[config.mk]
export PLATFORM = sky130hd
export DESIGN_NAME = control_cajero
export DESIGN_NICKNAME = d
export VERILOG_FILES = /design/src/rtl/control_cajero_pkg.sv /design/src/rtl/control_cajero_verificador_pin.sv /design/src/rtl/control_cajero.sv
export SDC_FILE = /design/constraint.sdc
export NUM_CORES = 1
export LEC_CHECK = 0
export ABC_AREA = 1
export CAP_MARGIN = 20
export CORE_ASPECT_RATIO = 2
export CORE_MARGIN = 5
export CORE_UTILIZATION = 45
export DETAILED_ROUTE_END_ITERATION = 12
export HOLD_SLACK_MARGIN = 0.08
export PLACE_DENSITY = 0.9
export SETUP_SLACK_MARGIN = 0.4
export SYNTH_ARGS = -nofsm -noshare
export SYNTH_HDL_FRONTEND = slang
export SYNTH_SLANG_ARGS = --single-unit
export TNS_END_PERCENT = 1
[constraint.sdc]
create_clock -name clk -period 4 [get_ports clk]
set_clock_uncertainty 0.05 [all_clocks]
set_input_delay 0.6 -clock clk [delete_from_list [all_inputs] [get_ports clk]]
set_output_delay 0.6 -clock clk [all_outputs]
set_load 0.02 [all_outputs]
[src/rtl/control_cajero_pkg.sv]
// Shared encodings for the cashier sequencing controller and its PIN verifier.
package control_cajero_pkg;

   typedef enum logic [2:0] {
      IDLE         = 3'd0,
      PIN          = 3'd1,
      VERIF        = 3'd2,
      ESPERA_TRANS = 3'd3,
      EJECUTA      = 3'd4,
      BLOQUEO      = 3'd5
   } estado_t;

   localparam logic DEPOSITO = 1'b0;
   localparam logic RETIRO   = 1'b1;
   localparam int   MONTO_W  = 32;

endpackage

[src/rtl/control_cajero_verificador_pin.sv]
// PIN digit shift buffer, digit counter, comparator and failed-attempt counter.
module verificador_pin #(
   parameter int PIN_DIGITOS  = 4,
   parameter int MAX_INTENTOS = 3,
   parameter int IW           = $clog2(MAX_INTENTOS + 1)
) (
   input  logic                     clk,
   input  logic                     reset,
   input  logic                     i_clr_cuenta,
   input  logic                     i_shift_en,
   input  logic [3:0]               i_digito,
   input  logic [4*PIN_DIGITOS-1:0] i_pin_correcto,
   input  logic                     i_verif,
   input  logic                     i_clr_intentos,
   output logic                     o_completo,
   output logic                     o_coincide,
   output logic [IW-1:0]            o_intentos,
   output logic                     o_advertencia
);

   localparam int CW = $clog2(PIN_DIGITOS + 1);
   localparam int BW = 4 * PIN_DIGITOS;

   logic [BW-1:0] r_buffer;
   logic [CW-1:0] r_cuenta;
   logic [IW-1:0] r_intentos;
   logic          r_advertencia;
   logic [IW-1:0] w_intentos_sig;

   // Completion is flagged on the strobe of the last digit so the compare happens the very next cycle.
   assign o_completo     = i_shift_en && (r_cuenta == CW'(PIN_DIGITOS - 1));
   assign o_coincide     = (r_buffer == i_pin_correcto);
   assign o_intentos     = r_intentos;
   assign o_advertencia  = r_advertencia;
   assign w_intentos_sig = r_intentos + 1'b1;

   always_ff @(posedge clk or negedge reset) begin
      if (!reset) begin
         r_buffer <= '0;
         r_cuenta <= '0;
      end else if (i_clr_cuenta) begin
         r_buffer <= '0;
         r_cuenta <= '0;
      end else if (i_shift_en) begin
         r_buffer <= {r_buffer[BW-5:0], i_digito};
         r_cuenta <= r_cuenta + 1'b1;
      end
   end

   always_ff @(posedge clk or negedge reset) begin
      if (!reset) begin
         r_intentos    <= '0;
         r_advertencia <= 1'b0;
      end else if (i_clr_intentos) begin
         r_intentos    <= '0;
         r_advertencia <= 1'b0;
      end else if (i_verif) begin
         if (o_coincide) begin
            r_intentos    <= '0;
            r_advertencia <= 1'b0;
         end else begin
            r_intentos    <= w_intentos_sig;
            r_advertencia <= (w_intentos_sig == IW'(MAX_INTENTOS - 1));
         end
      end
   end

endmodule

[src/rtl/control_cajero.sv]
// Session sequencer for the automatic cashier: PIN entry, operation latch, transaction launch.
// Optional inactivity abort is built when TIMEOUT_EN is defined.
module control_cajero
   import control_cajero_pkg::*;
#(
   parameter int PIN_DIGITOS    = 4,
   parameter int MAX_INTENTOS   = 3,
   parameter int TIMEOUT_CICLOS = 1024
) (
   input  logic                     clk,
   input  logic                     reset,
   input  logic                     tarjeta_recibida,
   input  logic                     digito_stb,
   input  logic [3:0]               digito,
   input  logic [4*PIN_DIGITOS-1:0] pin_correcto,
   input  logic                     monto_stb,
   input  logic                     tipo_trans,
   input  logic [MONTO_W-1:0]       monto,
   input  logic                     balance_stb,
   input  logic                     fondos_insuficientes,
   output logic                     trans_inicio,
   output logic                     trans_tipo,
   output logic [MONTO_W-1:0]       trans_monto,
   output logic                     pin_incorrecto,
   output logic                     advertencia,
   output logic                     bloqueo,
   output logic                     sesion_activa,
   output logic                     timeout,
   output logic [2:0]               estado_dbg
);

   localparam int IW = $clog2(MAX_INTENTOS + 1);

   estado_t            r_estado;
   estado_t            w_estado_sig;
   logic               r_trans_inicio;
   logic               r_trans_tipo;
   logic [MONTO_W-1:0] r_trans_monto;
   logic               w_completo;
   logic               w_coincide;
   logic [IW-1:0]      w_intentos;
   logic               w_shift_en;
   logic               w_clr_cuenta;
   logic               w_verif;
   logic               w_clr_intentos;
   logic               w_pin_incorrecto;
   logic               w_lanzar;
   logic               w_timeout;

   assign w_shift_en   = digito_stb && tarjeta_recibida && (r_estado == PIN);
   assign w_clr_cuenta = (r_estado != PIN);

   verificador_pin #(
      .PIN_DIGITOS  (PIN_DIGITOS),
      .MAX_INTENTOS (MAX_INTENTOS),
      .IW           (IW)
   ) u_verificador (
      .clk            (clk),
      .reset          (reset),
      .i_clr_cuenta   (w_clr_cuenta),
      .i_shift_en     (w_shift_en),
      .i_digito       (digito),
      .i_pin_correcto (pin_correcto),
      .i_verif        (w_verif),
      .i_clr_intentos (w_clr_intentos),
      .o_completo     (w_completo),
      .o_coincide     (w_coincide),
      .o_intentos     (w_intentos),
      .o_advertencia  (advertencia)
   );

`ifdef TIMEOUT_EN
   localparam int TW = $clog2(TIMEOUT_CICLOS);

   logic [TW-1:0] r_inactivo;
   logic          w_vigilado;

   assign w_vigilado = (r_estado == PIN) || (r_estado == ESPERA_TRANS);
   assign w_timeout  = w_vigilado && tarjeta_recibida && !digito_stb && !monto_stb &&
                       (r_inactivo == TW'(TIMEOUT_CICLOS - 1));

   always_ff @(posedge clk or negedge reset) begin
      if (!reset) begin
         r_inactivo <= '0;
      end else if (!w_vigilado || digito_stb || monto_stb || (w_estado_sig != r_estado)) begin
         r_inactivo <= '0;
      end else begin
         r_inactivo <= r_inactivo + 1'b1;
      end
   end
`else
   assign w_timeout = 1'b0;
`endif

   always_ff @(posedge clk or negedge reset) begin
      if (!reset) begin
         r_estado <= IDLE;
      end else begin
         r_estado <= w_estado_sig;
      end
   end

   // Card removal is tested first in every session state so it beats any same-cycle strobe.
   always_comb begin
      w_estado_sig     = r_estado;
      w_verif          = 1'b0;
      w_clr_intentos   = 1'b0;
      w_pin_incorrecto = 1'b0;
      w_lanzar         = 1'b0;
      unique case (r_estado)
         IDLE: begin
            if (tarjeta_recibida) w_estado_sig = PIN;
         end
         PIN: begin
            if (!tarjeta_recibida) begin
               w_estado_sig   = IDLE;
               w_clr_intentos = 1'b1;
            end else if (w_timeout) begin
               w_estado_sig = IDLE;
            end else if (w_completo) begin
               w_estado_sig = VERIF;
            end
         end
         VERIF: begin
            if (!tarjeta_recibida) begin
               w_estado_sig   = IDLE;
               w_clr_intentos = 1'b1;
            end else begin
               w_verif = 1'b1;
               if (w_coincide) begin
                  w_estado_sig = ESPERA_TRANS;
               end else begin
                  w_pin_incorrecto = 1'b1;
                  w_estado_sig = (w_intentos == IW'(MAX_INTENTOS - 1)) ? BLOQUEO : PIN;
               end
            end
         end
         ESPERA_TRANS: begin
            if (!tarjeta_recibida) begin
               w_estado_sig   = IDLE;
               w_clr_intentos = 1'b1;
            end else if (monto_stb) begin
               w_estado_sig = EJECUTA;
               w_lanzar     = 1'b1;
            end else if (w_timeout) begin
               w_estado_sig = IDLE;
            end
         end
         EJECUTA: begin
            if (balance_stb || fondos_insuficientes) begin
               w_estado_sig = tarjeta_recibida ? ESPERA_TRANS : IDLE;
            end
         end
         BLOQUEO: begin
            w_estado_sig = BLOQUEO;
         end
         default: begin
            w_estado_sig = IDLE;
         end
      endcase
   end

   always_ff @(posedge clk or negedge reset) begin
      if (!reset) begin
         r_trans_inicio <= 1'b0;
         r_trans_tipo   <= DEPOSITO;
         r_trans_monto  <= '0;
      end else begin
         r_trans_inicio <= w_lanzar;
         if (w_lanzar) begin
            r_trans_tipo  <= tipo_trans;
            r_trans_monto <= monto;
         end
      end
   end

   assign trans_inicio   = r_trans_inicio;
   assign trans_tipo     = r_trans_tipo;
   assign trans_monto    = r_trans_monto;
   assign pin_incorrecto = w_pin_incorrecto;
   assign bloqueo        = (r_estado == BLOQUEO);
   assign sesion_activa  = (r_estado == ESPERA_TRANS) || (r_estado == EJECUTA);
   assign timeout        = w_timeout;
   assign estado_dbg     = r_estado;

endmodule

==> Changelog: implementation, run 1 <==
### Changed

- Logic area: ~1100 um2
- R2r startpoint: estado_dbg[2]$_DFFE_PN0P_
- R2r endpoint: trans_monto[14]$_DFFE_PN0P_
- Ys flops: about 59
- GPL Wtd Cong: around 0.86
- Via density: roughly 4.8
- Ant diodes: 0
- CP Cell Sequence: clkdlybuf4s50_1 -> inv_1 -> nand2_1 -> nand2_1 -> nor2_1 -> nand2_1 -> nor2_1 -> nand2_1 -> nand2_1 -> inv_1 -> clkdlybuf4s50_1
- Worst hold path type: in -> async
- CTS tree: done
- Yosys top cell area share: 53.0%
- Crit path top cell by count: nand2_1
- Synthesized net count: 417
- Cts hold-fix bufs: 0
- First-pass GRT wire length: 11.4 mm
- H-Tree Level Count: 3
- Initial antenna violation count: 0
- Crit Path Max Fanout: 3
- Pin count of the biggest net entering global routing: 37
- Max Slew Vio Count: 0
- Final wirelength: 6.97 mm
- Ys async rst share: 100%
- RSZ-0062 raised after global routing: no
- PortBufs: approximately 100
- Main flop type: dfrtp_1
- Tool Warnings: 27
- Crit path launch type: input pin
- Status: completed
- Post-Syn Area: 2790 um2
[run 1: layout make-up]
type                       count  share of cell area (%)
sequential                    59                    36.4
multi-input combinational    238                    25.9
timing repair buffer         101                    24.7
clock buffer                  14                    6.50
inverter                      47                    4.34
tap                           63                    1.94
clock inverter                 2                   0.246
[run 1: where the power goes]
| part | leakage, nW | switching, W | internal (W) | total [W] |
|---|---|---|---|---|
| Clock | 0.137 | 0.000236 | 0.000450 | 0.000686 |
| Combinational | 1.14 | 0.000570 | 0.000469 | 0.00104 |
| Sequential | 0.780 | 0.000120 | 0.000781 | 0.000901 |
| Total | 2.06 | 0.000927 | 0.00170 | 0.00263 |
[run 1: sequential cells by signal, indices dropped and copies added (netlist names)]
signal and cells:
u_verificador.r_cuenta 3, trans_tipo 1, u_verificador.o_advertencia 1, u_verificador.r_buffer 16
estado_dbg 3, trans_inicio 1, trans_monto 32, u_verificador.o_intentos 2
[run 1: routing by layer]
layer / GRT usage [%] / part of all wire, % / wire (um)
met4: 9.35 / 2.1 / 148
met3: 5.75 / 7.5 / 525
met2: 33.6 / 55 / 3800
met1: 18.8 / 36 / 2490
met5: 0 / 0 / 0
[run 1: worst max path at each step]
| stage | slack (ps) | end | depth (start not counted) | startpoint |
|---|---|---|---|---|
| global route | 830 | pin_incorrecto | 11 | pin_correcto[13] |
| finish | 950 | pin_incorrecto | 11 | pin_correcto[15] |
| floorplan | 2110 | bloqueo | 2 | estado_dbg[2]$_DFFE_PN0P_ |
| global placement | 970 | pin_incorrecto | 11 | pin_correcto[15] |
| detailed placement | 940 | pin_incorrecto | 11 | pin_correcto[12] |
| CTS | 940 | pin_incorrecto | 11 | pin_correcto[15] |
[run 1: cells in the final DEF (no fill, tap or decap), drive strengths merged]
master,instances
a21oi,1
buf,2
clkbuf,14
clkdlybuf4s50,99
clkinv,2
conb,1
dfrtp,59
ha,4
inv,47
mux2i,1
nand2,175
nand3,10
nor2,19
nor3,4
nor4,1
o21ai,7
o21bai,1
o22ai,13
or2,1
[run 1: metrics by stage]
| step | std cells | cell area (um2) | total power (W) |
|---|---|---|---|
| 6_report | 524 | 4060 | 0.00263 |
| 5_1_grt | 524 | 4060 | 0.00279 |
| 3_3_place_gp | 508 | 3790 | 0.00193 |
| 2_1_floorplan | 353 | 2790 | 0.00145 |
| 4_1_cts | 524 | 4060 | 0.00267 |
| 3_5_place_dp | 508 | 3790 | 0.00195 |
[run 1: cells by family after synthesis]
family / synth area share, %
adders and majority gates: 1.80
buffers and inverters: 9.29
muxes: 0.359
other: 0.135
DFF: 53.0
AOI/OAI and AO/OA: 4.85
and+or+nand+nor: 30.6
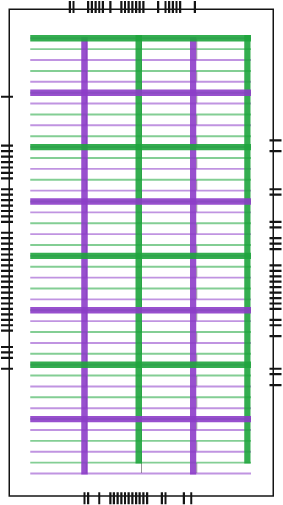
run_1/pdn.png
Scale: 4 px per um. Pins as bars on the die edge. Tap cells in gray.
net	color
VSS	purple
VDD	green
met5 straps	8
rows	40
tap cells	63
core area: 6010 um2
Die Width: 65.7 um
Die H: 121 um
peak supply drop: 0.461 mV

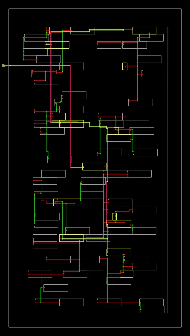
run_1/final_clocks.png
clock sinks: 59
CTS buffer count: 9
clock buf count: 14
Clk. pwr: 0.000686 W

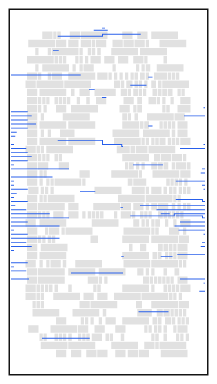
run_1/met3.png
Scale: 3 px per um. Cells faint in the background.
wire length on this layer	526 um
nets with wire on the layer	72
share of all routed wire	7.6%

run_1/met2.png
Scale: 3 px per um.
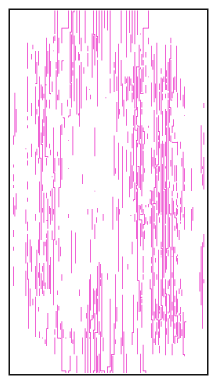

--- run 2 (diff from run 1) ---
clock period = 3 ns   (was 4 ns; I/O delays follow)
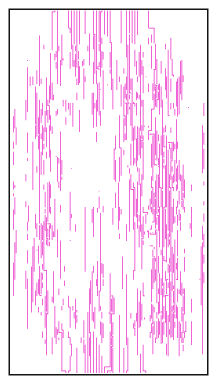
run_2/met2.png
Scale: 3 px per um.
longest straight run	41.1 um
nets with wire on the layer	427
wire length on this layer	3920 um
main direction	vertical

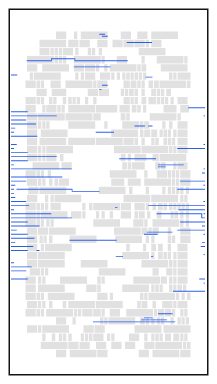
run_2/met3.png
Scale: 3 px per um. Cells faint in the background.
share of all routed wire	7.3%
nets with wire on the layer	75
wire length on this layer	530 um
final wirelength: 7.23 mm
DR vias: 2553

==> Changelog: implementation, run 2 <==
### Changed

- Status: completed (unchanged)
- Yosys top cell area share: 53.0% (unchanged)
- R2r startpoint: estado_dbg[2]$_DFFE_PN0P_ (unchanged)
- Initial antenna violation count: 0 (unchanged)
- R2r endpoint: trans_monto[9]$_DFFE_PN0P_ (was trans_monto[14]$_DFFE_PN0P_)
- Max FFs per register: 32 (unchanged)
- Tool Warnings: 27 (unchanged)
- RSZ-0062 raised after global routing: no (unchanged)
- CP Cell Sequence: clkdlybuf4s50_1 -> inv_1 -> nand2_1 -> nand2_1 -> nor2_2 -> nand2_1 -> nor2_1 -> nand2_1 -> nand2_1 -> inv_1 -> dlygate4sd2_1 (was clkdlybuf4s50_1 -> inv_1 -> nand2_1 -> nand2_1 -> nor2_1 -> nand2_1 -> nor2_1 -> nand2_1 -> nand2_1 -> inv_1 -> clkdlybuf4s50_1)
- Post-DP Area: 3790 um2 (about the same)
- Peak supply drop: 0.543 mV (was 0.461 mV)
- Crit path top cell by count: nand2_1 (unchanged)
- Crit path launch type: input pin (unchanged)
- Die Width: 65.7 um (unchanged)
- H-Tree Level Count: 3 (unchanged)
- PnR Total Power: 0.00347 W (was 0.00263 W)
- CP startpoint: pin_correcto[12] (was pin_correcto[15])
- Crit Path Max Fanout: 3 (unchanged)
- Pin count of the biggest net entering global routing: 36 (was 37)
- Design Area, Final: 4060 um2 (about the same)
- Main flop type: dfrtp_1 (unchanged)
- Synthesized net count: 417 (unchanged)
[run 2: cells by family after synthesis]
family,count (synthesis),synth area share [%]
simple gates,210,30.6
flops,59,53.0
buf+inv,56,9.29
compound gates,22,4.85
fa+ha+maj,4,1.80
mux,1,0.359
other cells,1,0.135
[run 2: layout make-up]
type                       count  share of cell area [%]
multi-input combinational    238                    26.0
tap                           63                    1.94
inverter                      47                    4.35
sequential                    59                    36.4
timing repair buffer         103                    25.1
clock buffer                  13                    6.17
[run 2: through the flow]
stage          utilization (%)  worst slack [ps]  hold slack [ps]
2_1_floorplan                -              1260              104
3_3_place_gp              63.2               293              402
3_5_place_dp              63.2               257              407
4_1_cts                   67.5               475              419
5_1_grt                   67.6               404              433
6_report                  67.6               496              416
[run 2: power by group]
part / total [W] / internal (W) / switching [W]
logic: 0.00139 / 0.000626 / 0.000764
clock network: 0.000878 / 0.000565 / 0.000312
registers: 0.00120 / 0.00104 / 0.000160
total: 0.00347 / 0.00223 / 0.00124
[run 2: worst min-delay path by stage]
stage,startpoint,end,slack [ps]
floorplan,reset,estado_dbg[0]$_DFFE_PN0P_,100
global placement,reset,u_verificador.r_buffer[12]$_DFFE_PN0P_,400
detailed placement,reset,u_verificador.r_buffer[12]$_DFFE_PN0P_,410
CTS,trans_monto[12]$_DFFE_PN0P_,trans_monto[12]$_DFFE_PN0P_,420
global route,trans_monto[12]$_DFFE_PN0P_,trans_monto[12]$_DFFE_PN0P_,430
finish,trans_monto[10]$_DFFE_PN0P_,trans_monto[10]$_DFFE_PN0P_,420
[run 2: repair_timing]
item,in CTS,in global routing
hold buffers,1,0
hold endpoints to repair,22,0
setup endpoints to repair,1,1
cloned,0,0
resized,1,2
pin swaps,0,0
[run 2: tightest hold or removal path: stages, from the launching register on]
cell and delay [ps]:
dfrtp_1 340, nand2_1 50, nand2_1 50
[run 2: layer usage]
layer	track usage, %	routed length, um	vias to the layer above
met5	0	0	-
met4	10.1	189	0
met3	6.39	529	19
met2	37.5	3920	98
met1	19.2	2590	1158
li1	-	-	1278
Power is estimated from default activity; no workload was simulated.
